Fig. 1: the metal 1 layer
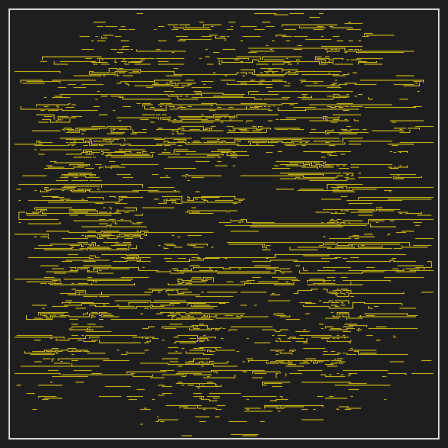
Fig. 2: routing congestion map
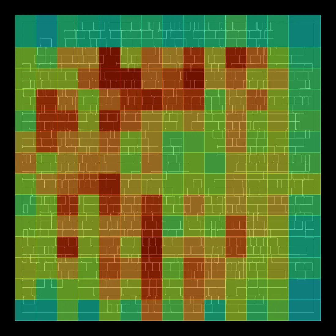
Fig. 3: clock wires, drivers and flops
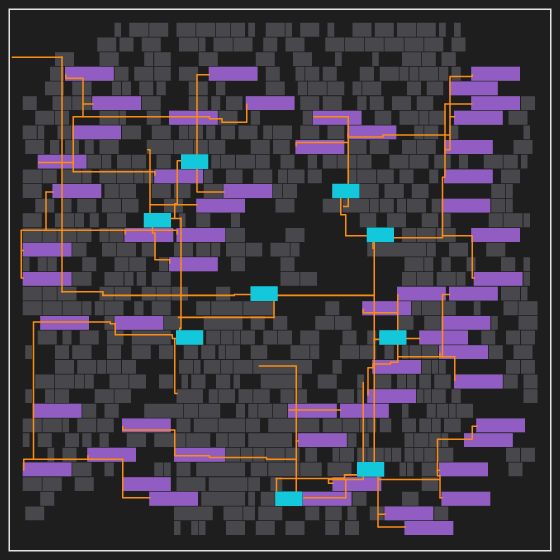
$ cat config.mk
export PLATFORM = sky130hd
export DESIGN_NAME = vec_wb_arbiter_flat
export DESIGN_NICKNAME = d
export VERILOG_FILES = /design/src/rtl/vec_pkg.sv /design/src/rtl/vec_wb_arbiter_if.sv /design/src/rtl/vec_wb_arbiter_rr_pick.sv /design/src/rtl/vec_wb_arbiter.sv /design/src/flat_wrapper.sv
export SDC_FILE = /design/constraint.sdc
export NUM_CORES = 1
export LEC_CHECK = 0
export CAP_MARGIN = 30
export CORE_MARGIN = 2
export CORE_UTILIZATION = 44
export DETAILED_ROUTE_END_ITERATION = 6
export PLACE_DENSITY = 0.82
export RECOVER_POWER = 50
export SLEW_MARGIN = 10
export SYNTH_ARGS = -nofsm -noshare
export SYNTH_HDL_FRONTEND = slang
export SYNTH_SLANG_ARGS = --single-unit
$ cat constraint.sdc
create_clock -name clk -period 2.8 [get_ports clk]
set_input_delay 0.28 -clock clk [delete_from_list [all_inputs] [get_ports clk]]
set_output_delay 0.28 -clock clk [all_outputs]
set_load 0.1 [all_outputs]
$ cat src/rtl/vec_pkg.sv
// Shared types for the vector write-back path: output-stage state and requester limit.
package vec_pkg;

    typedef enum logic {
        WB_EMPTY = 1'b0,
        WB_FULL  = 1'b1
    } wb_state_e;

    localparam int NREQ_MAX = 8;

endpackage

$ cat src/rtl/vec_wb_arbiter_if.sv
// Requester and register-file write-port bundle for vec_wb_arbiter.
// req_lock exists only when VEC_WB_LOCK_EN is defined.
interface vec_wb_if #(
    parameter int WIDTH = 8,
    parameter int DEPTH = 4,
    parameter int NREQ  = 3,
    parameter int AW    = 4
) ();
    localparam int SRCW = $clog2(NREQ);

    logic [NREQ-1:0]                        req_valid;
    logic [NREQ-1:0]                        req_ready;
    logic [NREQ-1:0][AW-1:0]                req_addr;
    logic [NREQ-1:0][DEPTH-1:0][WIDTH-1:0]  req_data;
`ifdef VEC_WB_LOCK_EN
    logic [NREQ-1:0]                        req_lock;
`endif
    logic                                   wb_valid;
    logic                                   wb_ready;
    logic [AW-1:0]                          wb_addr;
    logic [DEPTH-1:0][WIDTH-1:0]            wb_data;
    logic [SRCW-1:0]                        wb_src;

    modport slave (
`ifdef VEC_WB_LOCK_EN
        input  req_lock,
`endif
        input  req_valid, req_addr, req_data, wb_ready,
        output req_ready, wb_valid, wb_addr, wb_data, wb_src
    );

    modport master (
`ifdef VEC_WB_LOCK_EN
        output req_lock,
`endif
        output req_valid, req_addr, req_data, wb_ready,
        input  req_ready, wb_valid, wb_addr, wb_data, wb_src
    );

endinterface

$ cat src/rtl/vec_wb_arbiter_rr_pick.sv
// Combinational round-robin picker: first set request at or above ptr, wrapping modulo N.
module rr_pick
    import vec_pkg::*;
#(
    parameter int N = 3
) (
    input  logic [N-1:0]          req,
    input  logic [$clog2(N)-1:0]  ptr,
    output logic [$clog2(N)-1:0]  grant,
    output logic                  any_grant
);
    localparam int IW = $clog2(N);

    logic [IW-1:0] idx;

    // Walk from the farthest offset back toward ptr so the nearest hit wins.
    always_comb begin
        grant     = '0;
        any_grant = 1'b0;
        idx       = '0;
        for (int k = NREQ_MAX - 1; k >= 0; k--) begin
            if (k < N) begin
                idx = IW'((int'(ptr) + k) % N);
                if (req[idx]) begin
                    grant     = idx;
                    any_grant = 1'b1;
                end
            end
        end
    end

endmodule

$ cat src/rtl/vec_wb_arbiter.sv
// Round-robin write-back arbiter feeding one output stage to the vector register file.
// Optional requester lock for multi-register bursts: define VEC_WB_LOCK_EN.
//
//   state    | meaning
//   WB_EMPTY | output stage holds nothing, wb_valid=0
//   WB_FULL  | output stage holds a vector awaiting wb_ready
module vec_wb_arbiter
    import vec_pkg::*;
#(
    parameter int WIDTH = 8,
    parameter int DEPTH = 4,
    parameter int NREQ  = 3,
    parameter int AW    = 4,
    parameter int CW    = 16
) (
    input  logic           clk,
    input  logic           reset,
    vec_wb_if.slave        bus,
    output logic [CW-1:0]  contention_cnt
);
    localparam int SRCW = $clog2(NREQ);

    wb_state_e                    state, state_nxt;
    logic [SRCW-1:0]              rr_ptr, rr_ptr_nxt;
    logic [SRCW-1:0]              grant, grant_inc;
    logic                         any_grant, can_accept, accept, multi_req;
    logic [NREQ-1:0]              req_eff, ready_c;
    logic [AW-1:0]                addr_q;
    logic [DEPTH-1:0][WIDTH-1:0]  data_q;
    logic [SRCW-1:0]              src_q;
    logic [CW-1:0]                cnt_q;

`ifdef VEC_WB_LOCK_EN
    logic                         locked, locked_nxt;
    logic [SRCW-1:0]              lock_src, lock_src_nxt;

    // While locked, only the owner is visible to the picker, idle or not.
    assign req_eff = locked ? (bus.req_valid & (NREQ'(1) << lock_src)) : bus.req_valid;
`else
    assign req_eff = bus.req_valid;
`endif

    rr_pick #(.N(NREQ)) u_pick (
        .req       (req_eff),
        .ptr       (rr_ptr),
        .grant     (grant),
        .any_grant (any_grant)
    );

    assign grant_inc = (grant == SRCW'(NREQ - 1)) ? '0 : grant + SRCW'(1);
    assign multi_req = $countones(bus.req_valid) >= 2;

    always_comb begin
        state_nxt  = state;
        rr_ptr_nxt = rr_ptr;
        ready_c    = '0;
`ifdef VEC_WB_LOCK_EN
        locked_nxt   = locked;
        lock_src_nxt = lock_src;
`endif
        can_accept = (state == WB_EMPTY) || bus.wb_ready;
        accept     = can_accept && any_grant;
        if (accept) begin
            ready_c[grant] = 1'b1;
            state_nxt      = WB_FULL;
`ifdef VEC_WB_LOCK_EN
            if (bus.req_lock[grant]) begin
                locked_nxt   = 1'b1;
                lock_src_nxt = grant;
            end else begin
                locked_nxt = 1'b0;
                rr_ptr_nxt = grant_inc;
            end
`else
            rr_ptr_nxt = grant_inc;
`endif
        end else if (state == WB_FULL && bus.wb_ready) begin
            state_nxt = WB_EMPTY;
        end
    end

    always_ff @(posedge clk or posedge reset) begin
        if (reset) begin
            state  <= WB_EMPTY;
            rr_ptr <= '0;
            addr_q <= '0;
            data_q <= '0;
            src_q  <= '0;
            cnt_q  <= '0;
`ifdef VEC_WB_LOCK_EN
            locked   <= 1'b0;
            lock_src <= '0;
`endif
        end else begin
            state  <= state_nxt;
            rr_ptr <= rr_ptr_nxt;
            if (accept) begin
                addr_q <= bus.req_addr[grant];
                data_q <= bus.req_data[grant];
                src_q  <= grant;
            end
            if (accept && multi_req && cnt_q != '1) begin
                cnt_q <= cnt_q + CW'(1);
            end
`ifdef VEC_WB_LOCK_EN
            locked   <= locked_nxt;
            lock_src <= lock_src_nxt;
`endif
        end
    end

    assign bus.req_ready   = ready_c;
    assign bus.wb_valid    = (state == WB_FULL);
    assign bus.wb_addr     = addr_q;
    assign bus.wb_data     = data_q;
    assign bus.wb_src      = src_q;
    assign contention_cnt  = cnt_q;

endmodule

$ cat src/flat_wrapper.sv
// flat-port wrapper written by rule: the top's interface ports become plain ports
module vec_wb_arbiter_flat import vec_pkg::*;
#(
    parameter int WIDTH = 8,
    parameter int DEPTH = 4,
    parameter int NREQ  = 3,
    parameter int AW    = 4,
    parameter int CW    = 16
)
  (clk, reset, contention_cnt, bus_req_valid, bus_req_addr, bus_req_data, bus_wb_ready, bus_req_ready, bus_wb_valid, bus_wb_addr, bus_wb_data, bus_wb_src);
  vec_wb_if #(.WIDTH(WIDTH), .DEPTH(DEPTH), .NREQ(NREQ), .AW(AW)) bus_i ();
  input  logic clk;
  input  logic reset;
  output logic [CW-1:0] contention_cnt;
  input wire logic [$bits(bus_i.req_valid)-1:0] bus_req_valid;
  input wire logic [$bits(bus_i.req_addr)-1:0] bus_req_addr;
  input wire logic [$bits(bus_i.req_data)-1:0] bus_req_data;
  input wire logic [$bits(bus_i.wb_ready)-1:0] bus_wb_ready;
  output wire logic [$bits(bus_i.req_ready)-1:0] bus_req_ready;
  output wire logic [$bits(bus_i.wb_valid)-1:0] bus_wb_valid;
  output wire logic [$bits(bus_i.wb_addr)-1:0] bus_wb_addr;
  output wire logic [$bits(bus_i.wb_data)-1:0] bus_wb_data;
  output wire logic [$bits(bus_i.wb_src)-1:0] bus_wb_src;
  assign bus_i.req_valid = bus_req_valid;
  assign bus_i.req_addr = bus_req_addr;
  assign bus_i.req_data = bus_req_data;
  assign bus_i.wb_ready = bus_wb_ready;
  assign bus_req_ready = bus_i.req_ready;
  assign bus_wb_valid = bus_i.wb_valid;
  assign bus_wb_addr = bus_i.wb_addr;
  assign bus_wb_data = bus_i.wb_data;
  assign bus_wb_src = bus_i.wb_src;
  vec_wb_arbiter #(.WIDTH(WIDTH), .DEPTH(DEPTH), .NREQ(NREQ), .AW(AW), .CW(CW)) u_core (.clk(clk), .reset(reset), .bus(bus_i), .contention_cnt(contention_cnt));
endmodule
==> notes.md <==
run metrics: Tcrit/Tclk final 97.0%, reg2reg end u_core.bus.wb_addr[0], initial antenna violation count 0, TritonCTS Buffers 9, status completed, Dominant comb cell AND-OR/OR-AND gates, sequential fraction of total cell area 24.1%, Die Y 100 µm, r2r setup slk 0.38 ns, yosys adder share 1.84%, top_reg_cell synth dfrtp_1, CP Max Fanout 7, ys cells 437, met2 routed WL 6.86 mm, Levels on crit path 7, DP HPWL 9.64 mm, # resized after CTS 3, flip-flops 57, ant diodes 0, Nets 710, final worst slack 0.0853 ns, Commonest Layout Cell clkdlybuf4s50_1, register area 1430 µm², CP Buf/Inv Count 2, Hold-fix buffers, CTS 0, Comb area share 41.0%, Layout area overhead 45.6%, Hold Path Class reg -> reg, FILL cells 768, Avg Cell Area, Syn 9.33 µm², CP arrival 2.43 ns, DRT iter0 DRCs 237, worst min-delay path startpoint u_core.bus.wb_src[0], DRT met1 WL 5.55 mm, Final min period 2.71 ns, Mapped Area 4080 µm², routability cong. 0.936, vias in the first global route 4390, CTS sink cnt 57, Post-Synth XOR/XNOR Area 3.22%, top cell category multi-input combinational cells, Site Rows 35, worst hold endpoint u_core.bus.wb_src[0], # setup viols final 0, Post-synth EDFFs 0, Comb gates 319, TAP cells 111, Buffers on Ports 171, syn nets 557, number of remaining DRC errors 0, chip width 100 µm, first-pass GRT wire length 21.6 mm, worst slew pin tran 1.23 ns, most frequent cells in the layout clkdlybuf4s50_1 (112), dfrtp_1 (56), buf_4 (47), CP max-delay cell dfrtp_2, CTS tree built, worst setup path category reg -> out, hold depth 2, CTS max path bufs 2, pre-CTS setup slack 0.273 ns, Post-synth seq share 35.0%, DRT Pass-1 Iters 5, Top Layer Used met4, clk_buf instances 13, fp util 44.7%, Syn Inst Count 437, Reg2Reg Launch Point u_core.rr_ptr[1], CP Launch Point u_core.rr_ptr[1], Max Fclk 0.368 GHz, total tool warning count 32, Slew headroom 18.5%, largest net degree at the start of global routing 75, warnings from Yosys 0, crit path cell chain inv_1 -> ha_2 -> mux2i_4 -> or2_2 -> o2111ai_1 -> a211oi_4 -> buf_12, Inverters 10, worst setup path endpoint bus_req_ready[0], Non-clk bufs 193, routed vias/inst 6.23, startpoint type of the worst setup path register, max-cap viol count 0, Worst path max stage delay 0.45 ns, Largest delay share family, worst path AND-OR/OR-AND gates
Back to the opening pictures, Fig. 1:
main direction: horizontal
share of all routed wire: 40%
wire length on this layer: 5550 µm
met1 Use GR: 33.0%
via count: 4394

Back to the opening pictures, Fig. 2:
GRT Max-Usage Layer: met2
Total GRT Usage: 27.0%
met2 GRT Util: 45.5%
wire per inst: 19.6 µm
met3 Use GR: 6.34%

Back to the opening pictures, Fig. 3:
[cyan] cells driving clock nets | count: 9
[orange] clock wires | length: 929 µm
[purple] flip-flops | count: 57
routed clock nets: 10
Final Skew: 0.00893 ns
Latency at later pin: 0.34 ns

Yosys cell counts (3+ instances only):
| cell type | number | area share (%) |
|---|---|---|
| a21o_1 | 3 | 0.55 |
| a22oi_1 | 37 | 6.8 |
| buf_2 | 19 | 2.3 |
| buf_4 | 6 | 1.1 |
| buf_6 | 3 | 0.83 |
| clkbuf_1 | 23 | 2.1 |
| dfrtp_1 | 57 | 35 |
| ha_1 | 6 | 1.8 |
| inv_1 | 10 | 0.92 |
| nand2_1 | 7 | 0.64 |
| nand2b_1 | 6 | 0.92 |
| nand3_1 | 5 | 0.61 |
| nand3b_1 | 38 | 7.0 |
| nor2_1 | 8 | 0.74 |
| nor2b_1 | 3 | 0.46 |
| nor3_1 | 9 | 1.1 |
| nor4_1 | 3 | 0.46 |
| o2111ai_1 | 38 | 8.2 |
| o211a_1 | 37 | 9.1 |
| o21ai_0 | 39 | 4.8 |
| o21ai_1 | 38 | 4.7 |
| xnor2_1 | 6 | 1.3 |
| xor2_1 | 9 | 1.9 |
through the flow:
stage / TNS [ns] / std cells / utilization [%]
finish: 0 / 705 / 65.1
global route: -0.0267 / 705 / 65.1
CTS: -0.0259 / 703 / 66.1
detailed placement: 0 / 688 / 63.4
global placement: 0 / 688 / 63.4
floorplan: -0.115 / 437 / -
state kept, by name, indices dropped and copies added, names as in the netlist:
name and cells:
u_core.bus.wb_addr 4, u_core.rr_ptr 2, u_core.bus.wb_data 32, u_core.contention_cnt 16
u_core.bus.wb_src 2, u_core.bus.wb_valid 1
